### config.mk
export PLATFORM = sky130hd
export DESIGN_NAME = icache
export DESIGN_NICKNAME = d
export VERILOG_FILES = /design/src/rtl/icache.sv
export SDC_FILE = /design/constraint.sdc
export NUM_CORES = 1
export LEC_CHECK = 0
export ABC_AREA = 0
export CORE_MARGIN = 5
export CORE_UTILIZATION = 50
export DETAILED_ROUTE_END_ITERATION = 10
export GPL_ROUTABILITY_DRIVEN = 0
export GPL_TIMING_DRIVEN = 0
export PLACE_DENSITY = 0.69
export SETUP_SLACK_MARGIN = 0.1
export SYNTH_ARGS = -nofsm -noshare
export SYNTH_HDL_FRONTEND = slang
export SYNTH_SLANG_ARGS = --single-unit
export TNS_END_PERCENT = 100
### constraint.sdc
create_clock -name CLK -period 5.4 [get_ports CLK]
set_input_delay 0.54 -clock CLK [delete_from_list [all_inputs] [get_ports CLK]]
set_output_delay 0.54 -clock CLK [all_outputs]
set_load 0.005 [all_outputs]
### src/rtl/icache.sv
// Direct-mapped instruction cache, one 32-bit word per frame.
// Hits are answered combinationally in IDLE; a miss latches the address and
// stays in FETCH until the memory controller drops iwait. The fill then
// completes, even if the datapath request changes or goes away meanwhile.
module icache #(
    parameter int unsigned SETS = 16
) (
    input  logic        CLK,
    input  logic        nRST,
    input  logic        imemREN,
    input  logic [31:0] imemaddr,
    output logic [31:0] imemload,
    output logic        ihit,
    output logic        iREN,
    output logic [31:0] iaddr,
    input  logic [31:0] iload,
    input  logic        iwait
);

    localparam int unsigned IdxW = $clog2(SETS);
    localparam int unsigned TagW = 30 - IdxW;

    typedef enum logic [0:0] {StIdle, StFetch} state_e;

    state_e            state_q, state_d;
    logic [31:0]       miss_addr_q, miss_addr_d;
    logic              valid_q [SETS];
    logic [TagW-1:0]   tag_q   [SETS];
    logic [31:0]       data_q  [SETS];

    logic [IdxW-1:0]   req_idx, fill_idx;
    logic [TagW-1:0]   req_tag, fill_tag;
    logic              hit;
    logic              fill_en;

    assign req_idx  = imemaddr[IdxW+1:2];
    assign req_tag  = imemaddr[31:IdxW+2];
    assign fill_idx = miss_addr_q[IdxW+1:2];
    assign fill_tag = miss_addr_q[31:IdxW+2];
    assign fill_en  = (state_q == StFetch) && !iwait;

    // Lookup, datapath/memory outputs and next-state; outputs forced quiet while in reset.
    always_comb begin
        state_d     = state_q;
        miss_addr_d = miss_addr_q;
        hit         = 1'b0;
        ihit        = 1'b0;
        imemload    = 32'h0;
        iREN        = 1'b0;
        iaddr       = 32'h0;

        if (nRST && (state_q == StIdle) && imemREN && valid_q[req_idx]) begin
            hit = (tag_q[req_idx] == req_tag);
        end

        ihit = hit;
        if (hit) begin
            imemload = data_q[req_idx];
        end

        if (nRST && (state_q == StFetch)) begin
            iREN  = 1'b1;
            iaddr = miss_addr_q;
        end

        unique case (state_q)
            StIdle: begin
                if (imemREN && !hit) begin
                    miss_addr_d = imemaddr;
                    state_d     = StFetch;
                end
            end
            StFetch: begin
                if (!iwait) begin
                    state_d = StIdle;
                end
            end
            default: state_d = StIdle;
        endcase
    end

    // State and miss-address registers with synchronous reset.
    always_ff @(posedge CLK) begin
        if (!nRST) begin
            state_q     <= StIdle;
            miss_addr_q <= 32'h0;
        end else begin
            state_q     <= state_d;
            miss_addr_q <= miss_addr_d;
        end
    end

    // Valid bits: cleared by reset, which also wins over a fill in the same cycle.
    always_ff @(posedge CLK) begin
        if (!nRST) begin
            for (int i = 0; i < SETS; i++) begin
                valid_q[i] <= 1'b0;
            end
        end else if (fill_en) begin
            valid_q[fill_idx] <= 1'b1;
        end
    end

    // Tag/data arrays are never reset; they are only visible through a set valid bit.
    always_ff @(posedge CLK) begin
        if (nRST && fill_en) begin
            tag_q[fill_idx]  <= fill_tag;
            data_q[fill_idx] <= iload;
        end
    end

endmodule

==> images/logic_types.png <==
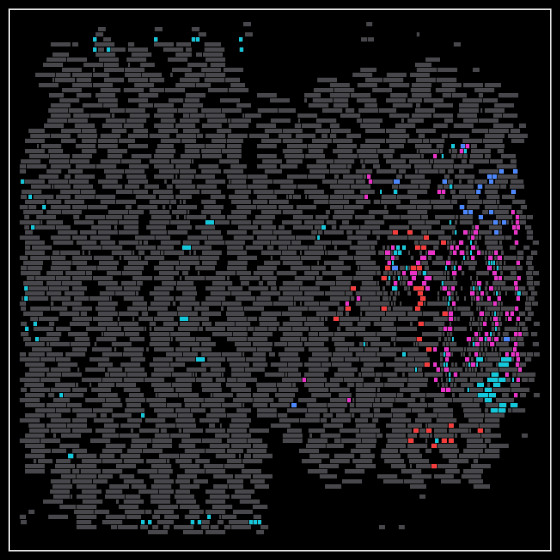
Key: nor cells = cyan [cells 103, most used nor2_1]; xor and xnor cells = red [cells 33, where middle right]; and/or cells = magenta [cells 121, most used and3_1, where middle right]; non-inverting ao/oa cells = blue [cells 22, most used a21o_1]
most frequent logic cell in the layout: edfxtp_1
logic share of the area: 20.79%
Final Instance Count excl. Fillers: 3,326

==> images/flops_by_reg.png <==
The bar under the picture is 100 um long.
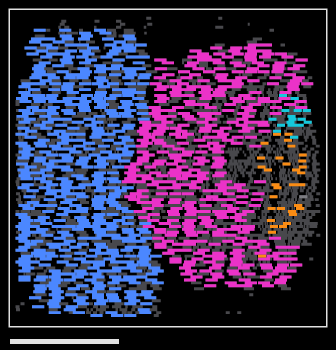
Key: `valid_q` = cyan [sequential cells 16]; `data_q` = blue [sequential cells 512]; `tag_q` = magenta [sequential cells 416]; `miss_addr_q` = orange [sequential cells 32, where middle right]
Another 1 sequential cells are not coloured.

==> flow_metrics.py <==
# Auto-generated metrics
metrics = {
    "routing": {
        "wirelength_um": 100300,
        "vias_per_cell": 6.298,
        "dr.pass1.iters": 7,
    },
    "cts": {
        "cts_sinks": 977,
        "cts_buffer_depth": 3,
    },
    "placement": {
        "dp_cells": 3142,
        "place_area_um2": 42920,
        "dp_hpwl_um": 65550,
    },
    "timing": {
        "min_period_ns": 5.218,
        "slew_violations": 0,
        "fin_setup_tns_ns": 0,
        "hold-worst-slack_ns": 0.4529,
        "setup_slack_ns": 0.1816,
        "period_used_pct": 96.64,
    },
    "pwr": {
        "powerSeq_mw": 8.54,
        "p_per_area_nw_per_um2": 342.0,
        "pwr-share-clk_pct": 40.6,
    },
    "final_layout": {
        "largest_registers": "data_q: 512 flops, tag_q: 416 flops, miss_addr_q: 32 flops",
        "final_area_um2": 46320,
        "largest_register_ffs": 512,
        "area_growth_pct": 18.95,
        "inverters": 4,
    },
    "run": {
        "log.warning_count": 27,
        "maxCapViolCount": 0,
    },
    "outcome": {
        "status": "completed",
    },
    "setup_path": {
        "worstRegToRegCells": 10,
        "cp.arrival_ns": 4.68,
        "path_buffers": 8,
        "worst_ep_required_time_ns": 4.86,
        "critical_path_depth": 15,
        "cpPeakStageDelay_ns": 0.55,
    },
    "yosys": {
        "ys_sh_simple_pct": 4.810,
        "ys_cells": 1916,
        "ys.warnings.count": 0,
        "yosysChipArea_um2": 38940,
        "edf_count": 928,
        "ys_top_logic_family": "multiplexers",
    },
    "hold_path": {
        "hp-start": "valid_q[11]",
    },
    "floorplanning": {
        "initial_core_util_pct": 50.35,
        "die_h_um": 289.1,
        "core_area_um2": 77340,
        "dieArea_um2": 83570,
    },
}
==> images/layer_met2.png <==
The bar under the picture is 100 um long.
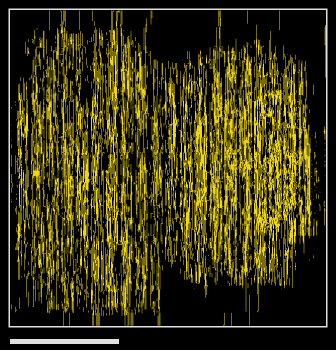
The layer carries 47.5 mm of wire. The longest straight run is 96.7 um. 2,096 nets have wire on it. The wires run mostly vertical.
met2 GRT Util: 38.32%
DR vias: 20,950

Power and IR drop assume default switching activity.
